Fig. 1: cell classes on the final placement
Scale bar: 20 um. Fill, decap, tap and diode cells in gray.
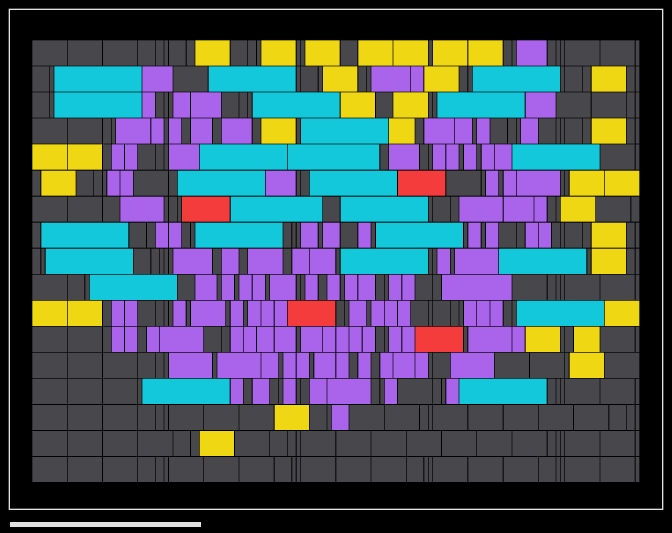
Fig. 2: clock routing
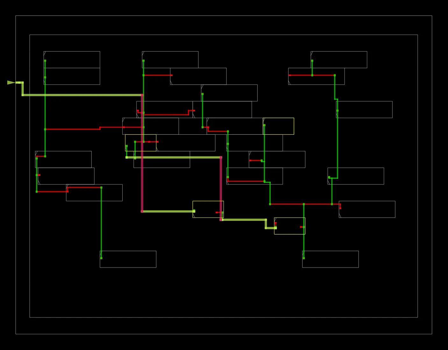
Fig. 3: logic cells by family
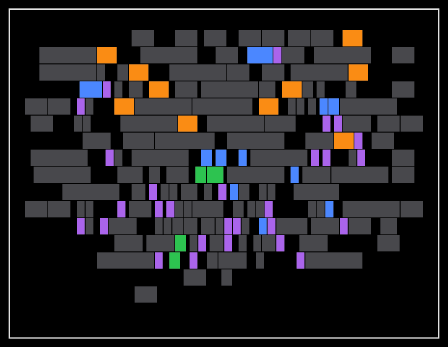
Fig. 4: sequential cells colored by netlist name
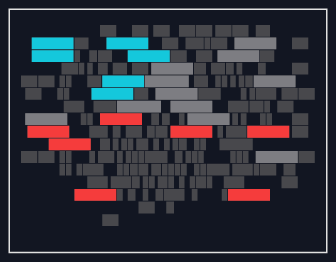
==> config.mk <==
export PLATFORM = sky130hd
export DESIGN_NAME = ram_fifo_ctrl
export DESIGN_NICKNAME = d
export VERILOG_FILES = /design/src/rtl/ram_fifo_ctrl.sv
export SDC_FILE = /design/constraint.sdc
export NUM_CORES = 1
export LEC_CHECK = 0
export ABC_AREA = 1
export CORE_ASPECT_RATIO = 0.75
export CORE_MARGIN = 2
export CORE_UTILIZATION = 45
export DETAILED_ROUTE_END_ITERATION = 8
export HOLD_SLACK_MARGIN = 0.15
export PLACE_DENSITY = 0.87
export SYNTH_ARGS = -nofsm -noshare
export SYNTH_HDL_FRONTEND = slang
export SYNTH_SLANG_ARGS = --single-unit
export TNS_END_PERCENT = 30
==> constraint.sdc <==
create_clock -name i_clk -period 3.3 [get_ports i_clk]
set_input_delay 0.825 -clock i_clk [delete_from_list [all_inputs] [get_ports i_clk]]
set_output_delay 0.825 -clock i_clk [all_outputs]
set_load 0.03 [all_outputs]
==> results.toml <==
# implementation run metrics
[synthesis]
synthesis.area_sq_um = 1390
synth_seq_share_pct = 43.5
ys_ff = 24
ys.warnings.count = 0
synth.top_cell.area_share_pct = 39.7
syn_inst = 156
yosys_cells = 156
area_leaders = "dfrtp_1, nand2_1, buf_4"

[route]
wl_um = 2410
dr.pass1.iters = 4
detailedRoute.firstIterationViolations = 47
routed-via-count = 988

[critical_path]
cpMostUsedCell = "clkdlybuf4s50_1"
path_cells = "clkdlybuf4s50_1 -> nand2_1 -> inv_1 -> clkdlybuf4s50_1"
critPathArrivalTime_ps = 2200
worst_setup_path_start_kind = "primary input"
worstSetupPathType = "primary input to primary output"
reg2reg_depth = 9
cpPeakStageDelay_ps = 670

[placed_design]
hpwl_um = 1880
io_buffers = 29

[sta]
period_minus_slack_ps = 3030
setup_violations = 0
setup_tns_ps = 0
grt_setup_unrepaired = "no"
maxSlewHeadroom_pct = 78.7
post-route-period-util_pct = 91.8
tightest_slew_ps = 318

[final_layout]
antenna_cells = 0
logic_area_sq_um = 559
layout-drive-gt1-share_pct = 10.9
largest_register_ff_count = 7

[die]
fp_util_pct = 47.3
dieWidth_um = 68.1

[hold_path]
min_path_cells = 1

[clock_tree]
cts_setup_buffers = 0
cts-root-buf = "clkbuf_8"
clock_path_buffers = 2
cts.sinks = 24

[outcome]
status = "finished, final reports clean"

[global_route]
grt_pass1_vias = 965
busiest_layer = "met2"
grt_start_max_net_pins = 25
met1_usage_pct = 21.6
grt_util_met3_pct = 6.71

[flow_run]
warning_count = 26

[power]
peakVddDrop_uv = 678
pwr_density_cell_nw_per_um2 = 1310
leakage_nw = 0.846
## Picture notes: Fig. 1
| class | color | cells | share of their area |
|---|---|---|---|
| other buffers and delay cells | yellow | 31 | 19% |
| flops | cyan | 24 | 37% |
| clock drivers and dummy loads | red | 4 | 3.4% |
| combinational and other logic | purple | 116 | 41% |
core box area: 2940 sq um
final core occ: 57.1%
Rows: 17
cell area after layout: 1680 sq um
flop share of the area: 36.0%

## Picture notes: Fig. 2
Clock Skew: 2.15 ps
Clk power: 0.196 mW

## Picture notes: Fig. 3
| family | color | cells |
|---|---|---|
| XOR/XNOR gates | orange | 10 |
| NOR gates | blue | 11 |
| inverters | purple | 28 |
| inverting AOI/OAI gates | green | 4 |
logic share of the area: 33.4%
fin cells: 213
most numerous logic cell after layout: nand2_1

## Picture notes: Fig. 4
| name in the netlist | color | flops |
|---|---|---|
| r_rptr | cyan | 6 |
| o_count | red | 7 |
not colored: 11
register area: 603 sq um
sequential power: 0.557 mW

==> Yosys cell counts (all sizes together) <==
master and n:
nor3 4, dfrtp 22, nor2 7, nand2 38
a21oi 3, ha 9, xor2 5, fa 1
nand4 3, xnor2 5, o211ai 1, nand3b 1
nand3 11, buf 16, dfstp 2, inv 28
==> kinds of logic after synthesis <==
family	Yosys count	share of synthesized area (%)
buffers and inverters	44	16.2
XOR/XNOR	10	6.31
AND-OR/OR-AND	4	1.62
AND/OR/NAND/NOR	64	22.8
flip-flops	24	43.5
adder cells (fa/ha/maj)	10	9.56
==> power breakdown <==
part	switching, mW	internal, mW	total, mW	leakage (nW)
sequential	0.118	0.439	0.557	0.285
combinational	0.881	0.553	1.43	0.532
clock	0.0895	0.107	0.196	0.0288
==> cells in the final DEF, fill, tap and decap left out, types with 2 or more instances in the layout <==
| master | n |
|---|---|
| ha_1 | 9 |
| nor2_1 | 6 |
| clkdlybuf4s50_1 | 29 |
| xnor2_1 | 5 |
| a21oi_1 | 3 |
| nand2_1 | 33 |
| dfstp_2 | 2 |
| nand3_1 | 9 |
| xor2_1 | 5 |
| nand2_2 | 4 |
| inv_1 | 27 |
| dfrtp_1 | 22 |
| nand3_2 | 2 |
| clkbuf_8 | 4 |
| buf_4 | 2 |
| nand4_1 | 2 |
| nor3_1 | 3 |
==> final cells by class <==
class | count | share of cell area (%)
Clock buffer | 4 | 3.29
Inverter | 28 | 6.27
Multi-Input combinational cell | 88 | 33.4
Sequential cell | 24 | 36.0
Tap cell | 38 | 2.84
Timing Repair Buffer | 31 | 18.2
==> worst reg2reg max path: stages (launching register included) <==
cell,delay (ps)
dfrtp_1,390
inv_1,50
nand2_1,120
ha_1,310
inv_1,30
ha_1,190
fa_1,470
nor2_1,240
nand4_1,160
nor3_1,210
==> routing by layer <==
metal	wire [um]	up-vias	part of all wire, %
li1	-	501	-
met1	1170	455	49
met2	1050	28	44
met3	153	4	6.4
met4	29	0	1.2
met5	0	-	0
==> metrics by stage <==
step | setup slack, ps | total power [mW] | cell area, sq um | hold slack [ps]
after floorplan | 721 | 1.58 | 1390 | 529
after global placement | 236 | 1.95 | 1620 | 459
after detailed placement | 214 | 1.99 | 1620 | 467
after CTS | 266 | 2.20 | 1680 | 483
after global routing | 201 | 2.39 | 1680 | 501
final | 270 | 2.19 | 1680 | 475
No activity file was given, so power comes from the tool's default toggle rates.
